File: src/rtl/brick_drawer_pkg.sv
// Shared definitions for the brick drawer and the other sprite drawers.
//   - Default brick geometry and the loader's minimum draw delay.
//   - 3-bit RGB colour codes (one bit per channel).
//   - Drawer FSM state encoding and the health-to-colour map.
package brick_drawer_pkg;

  localparam int unsigned BrickW = 16;
  localparam int unsigned BrickH = 8;

  // Minimum fixed delay the level loader must wait between draw requests.
  localparam int unsigned BrickDraw = BrickW * BrickH + 2;

  localparam logic [2:0] ColBlack  = 3'b000;
  localparam logic [2:0] ColGreen  = 3'b010;
  localparam logic [2:0] ColYellow = 3'b110;
  localparam logic [2:0] ColRed    = 3'b100;

  typedef enum logic [1:0] {
    StIdle = 2'd0,
    StDraw = 2'd1,
    StDone = 2'd2
  } state_e;

  // Health 0 maps to black so that drawing a dead brick erases it.
  function automatic logic [2:0] health_colour(input logic [1:0] h);
    logic [2:0] c;
    unique case (h)
      2'd0:    c = ColBlack;
      2'd1:    c = ColGreen;
      2'd2:    c = ColYellow;
      default: c = ColRed;
    endcase
    return c;
  endfunction

endpackage

File: src/rtl/brick_pixel_counter.sv
// Nested row-major pixel counter for one brick rectangle.
//   clk, resetn : clock and synchronous active-low reset
//   clear       : force cx = cy = 0 (takes priority over enable)
//   enable      : advance one pixel; cx is the inner loop, cy the outer
//   cx, cy      : current pixel offset within the brick
//   last        : high while (cx, cy) addresses the bottom-right pixel
module brick_pixel_counter
  import brick_drawer_pkg::*;
#(
  parameter int unsigned BRICK_W = BrickW,
  parameter int unsigned BRICK_H = BrickH,
  parameter int unsigned CxW     = (BRICK_W > 1) ? $clog2(BRICK_W) : 1,
  parameter int unsigned CyW     = (BRICK_H > 1) ? $clog2(BRICK_H) : 1
) (
  input  logic           clk,
  input  logic           resetn,
  input  logic           clear,
  input  logic           enable,
  output logic [CxW-1:0] cx,
  output logic [CyW-1:0] cy,
  output logic           last
);

  localparam logic [CxW-1:0] CxMax = CxW'(BRICK_W - 1);
  localparam logic [CyW-1:0] CyMax = CyW'(BRICK_H - 1);

  logic [CxW-1:0] cx_q, cx_d;
  logic [CyW-1:0] cy_q, cy_d;

  always_comb begin
    cx_d = cx_q;
    cy_d = cy_q;
    if (clear) begin
      cx_d = '0;
      cy_d = '0;
    end else if (enable) begin
      if (cx_q == CxMax) begin
        cx_d = '0;
        cy_d = (cy_q == CyMax) ? '0 : cy_q + CyW'(1);
      end else begin
        cx_d = cx_q + CxW'(1);
      end
    end
  end

  always_ff @(posedge clk) begin
    if (!resetn) begin
      cx_q <= '0;
      cy_q <= '0;
    end else begin
      cx_q <= cx_d;
      cy_q <= cy_d;
    end
  end

  assign cx   = cx_q;
  assign cy   = cy_q;
  assign last = (cx_q == CxMax) && (cy_q == CyMax);

endmodule

File: src/rtl/brick_drawer.sv
// Rasterises one BRICK_W x BRICK_H brick as one VGA plot per clock.
//   clk, resetn      : clock and synchronous active-low reset
//   start            : draw request, honoured only when idle
//   x_in, y_in       : brick top-left corner, latched on an accepted start
//   health           : brick health, latched on an accepted start; selects colour
//   x_out, y_out     : pixel coordinate (modulo 1024), zero when not plotting
//   colour           : pixel colour, zero when not plotting
//   plot             : VGA write enable, one cycle per pixel
//   busy             : high from the first pixel through the done cycle
//   done             : one-cycle pulse after the last pixel
module brick_drawer
  import brick_drawer_pkg::*;
#(
  parameter int unsigned BRICK_W = BrickW,
  parameter int unsigned BRICK_H = BrickH
) (
  input  logic       clk,
  input  logic       resetn,
  input  logic       start,
  input  logic [9:0] x_in,
  input  logic [9:0] y_in,
  input  logic [1:0] health,
  output logic [9:0] x_out,
  output logic [9:0] y_out,
  output logic [2:0] colour,
  output logic       plot,
  output logic       busy,
  output logic       done
);

  localparam int unsigned CxW = (BRICK_W > 1) ? $clog2(BRICK_W) : 1;
  localparam int unsigned CyW = (BRICK_H > 1) ? $clog2(BRICK_H) : 1;

  state_e state_q, state_d;

  logic [9:0] x_base_q, x_base_d;
  logic [9:0] y_base_q, y_base_d;
  logic [1:0] health_q, health_d;

  logic           latch;
  logic           cnt_clear;
  logic           cnt_en;
  logic           cnt_last;
  logic [CxW-1:0] cx;
  logic [CyW-1:0] cy;

  brick_pixel_counter #(
    .BRICK_W (BRICK_W),
    .BRICK_H (BRICK_H),
    .CxW     (CxW),
    .CyW     (CyW)
  ) u_counter (
    .clk    (clk),
    .resetn (resetn),
    .clear  (cnt_clear),
    .enable (cnt_en),
    .cx     (cx),
    .cy     (cy),
    .last   (cnt_last)
  );

  always_comb begin
    state_d   = state_q;
    latch     = 1'b0;
    cnt_clear = 1'b0;
    cnt_en    = 1'b0;
    unique case (state_q)
      StIdle: begin
        if (start) begin
          latch     = 1'b1;
          cnt_clear = 1'b1;
          state_d   = StDraw;
        end
      end
      StDraw: begin
        cnt_en = 1'b1;
        if (cnt_last) begin
          state_d = StDone;
        end
      end
      StDone: begin
        // A start seen here is dropped; it must still be high once back in idle.
        state_d = StIdle;
      end
      default: begin
        state_d = StIdle;
      end
    endcase
  end

  always_comb begin
    x_base_d = x_base_q;
    y_base_d = y_base_q;
    health_d = health_q;
    if (latch) begin
      x_base_d = x_in;
      y_base_d = y_in;
      health_d = health;
    end
  end

  always_ff @(posedge clk) begin
    if (!resetn) begin
      state_q  <= StIdle;
      x_base_q <= '0;
      y_base_q <= '0;
      health_q <= '0;
    end else begin
      state_q  <= state_d;
      x_base_q <= x_base_d;
      y_base_q <= y_base_d;
      health_q <= health_d;
    end
  end

  always_comb begin
    plot   = (state_q == StDraw);
    busy   = (state_q != StIdle);
    done   = (state_q == StDone);
    x_out  = '0;
    y_out  = '0;
    colour = '0;
    if (plot) begin
      // Offsets are zero-extended; the 10-bit sum wraps at the screen edge.
      x_out  = x_base_q + 10'(cx);
      y_out  = y_base_q + 10'(cy);
      colour = health_colour(health_q);
    end
  end

endmodule

File: config.mk
export PLATFORM = sky130hd
export DESIGN_NAME = brick_drawer
export DESIGN_NICKNAME = d
export VERILOG_FILES = /design/src/rtl/brick_drawer_pkg.sv /design/src/rtl/brick_pixel_counter.sv /design/src/rtl/brick_drawer.sv
export SDC_FILE = /design/constraint.sdc
export NUM_CORES = 1
export LEC_CHECK = 0
export CAP_MARGIN = 10
export CORE_MARGIN = 5
export CORE_UTILIZATION = 35
export CTS_CLUSTER_DIAMETER = 100
export DETAILED_ROUTE_END_ITERATION = 12
export GPL_TIMING_DRIVEN = 1
export PLACE_DENSITY = 0.72
export SLEW_MARGIN = 20
export SYNTH_ARGS = -nofsm -noshare
export SYNTH_HDL_FRONTEND = slang
export SYNTH_HIERARCHICAL = 1
export SYNTH_SLANG_ARGS = --single-unit
File: constraint.sdc
create_clock -name clk -period 2.35 [get_ports clk]
set_clock_uncertainty 0.15 [all_clocks]
set_input_delay 0.3525 -clock clk [delete_from_list [all_inputs] [get_ports clk]]
set_output_delay 0.3525 -clock clk [all_outputs]
set_load 0.1 [all_outputs]
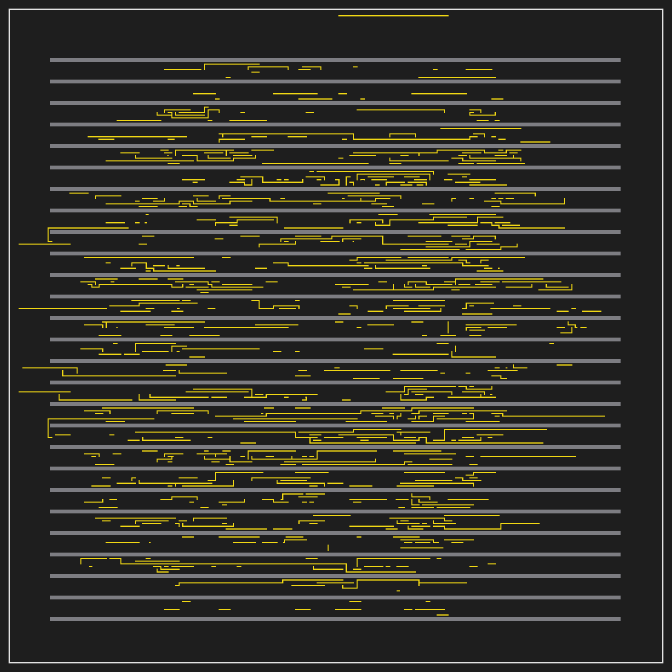
(the metal 1 layer)
Supply wires on this layer in gray.
- share of all routed wire: 42%
- nets with wire on the layer: 292
- wire length on this layer: 2190 µm
- main direction: horizontal
via count: 1810
WL final: 5.18 mm
met1 layer usage reported by global route: 19.0%

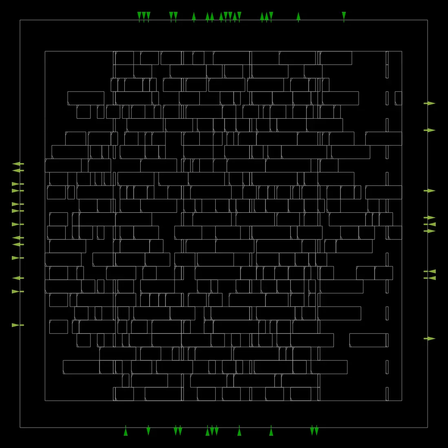
(placed standard cells)
final non-filler cell total: 376
Layout Utilization: 64.8%

==> results.txt <==
Synthesis and place-and-route results.

- The number of cell rows is 26.
- The number of buffers on the longest clock path is 2.
- TritonCTS built the clock tree.
- For this design, Yosys synthesis ends with a cell count of 234.
- At the end of routability-driven placement, the weighted congestion stood at 0.828.
- The post-synth count of flops with an enable pin is 0.
- The share of power burned in registers is 39.9%.
- The final worst setup slack is -0.168 ns.
- STA lists the maximum fanout along the critical path as 4.
- According to the timing report, the data required time at the worst endpoint equals 1.85 ns.
- The first global-routing pass estimated 7.99 mm of wire.
- The run finished, with violations left.
- The iteration count recorded for the first detailed-route pass is 4.
- Per the detail_route report, vias per standard cell equal 4.81.
- The final-stage net count is 344.
- The final timing summary puts the cycle share of the worst path at 107%.
- The main flop type is sky130_fd_sc_hd__dfxtp_1.
- The final reports fail on setup timing.
- Counting instances, the worst hold path has a depth of 2.
- The worst path arrival time is 2.02 ns.
- The worst hold path class is flop to flop.
- The setup-violating endpoint count in the final report is 9.
- The highest routing layer actually used is met4.
- Cells with a size suffix above 1 make up 41.2% of the layout.
- For this run, design rule violations remaining after detail routing come to 0.
-- logic make-up after synthesis --
family / share of synthesized area [%]
compound gates: 18.0
xor+xnor: 5.71
fa+ha+maj: 10.3
buf+inv: 5.10
flops: 33.7
mux: 1.63
other cells: 0.204
simple gates: 25.2
-- power by group through the flow --
stage	sequential [mW]	clock, mW	combinational [mW]
3_5_place_dp	0.590	0	0.384
4_1_cts	0.579	0.477	0.394
5_1_grt	0.585	0.511	0.430
3_3_place_gp	0.589	0	0.381
2_1_floorplan	0.583	0	0.249
6_report	0.580	0.468	0.406
-- worst max-delay path by stage --
stage	slack [ns]	cells past startpoint	endpoint
finish	-0.17	6	x_out[9]
global route	-0.26	9	x_out[4]
CTS	-0.24	8	x_out[8]
floorplan	-0.32	5	y_out[2]
detailed placement	0.05	8	x_out[8]
global placement	0.09	8	x_out[8]
-- layout by cell type, fill, tap and decap left out, drive strengths merged, types with 2 or more instances in the layout --
master	Yosys	layout
a211oi	3	3
a21boi	23	23
a21oi	10	10
and2	2	2
and4	2	2
buf	4	50
clkbuf	6	8
clkdlybuf4s50	0	24
dfxtp	31	31
fa	2	2
ha	12	12
inv	13	12
mux2i	3	3
nand2	53	53
nand2b	4	4
nand3	3	3
nand4	4	4
nor2	24	24
nor2b	3	3
o21a	2	2
o21ai	5	5
or3	2	2
xnor2	7	7
xor2	5	5
-- state kept, by name, indices dropped and copies added, names as in the netlist --
register and cells:
state_q 2, u_counter/cx 4, x_base_q 10, u_counter/cy 3
y_base_q 10, health_q 2
-- area by class of cell --
type | instances | area [µm²]
Multi-Input combinational cell | 180 | 1520
Sequential cell | 31 | 643
Inverter | 13 | 52.6
Tap cell | 70 | 87.6
Timing Repair Buffer | 74 | 907
Clock buffer | 8 | 100
Fill cell | 421 | 1800
No activity file was given, so power comes from the tool's default toggle rates.
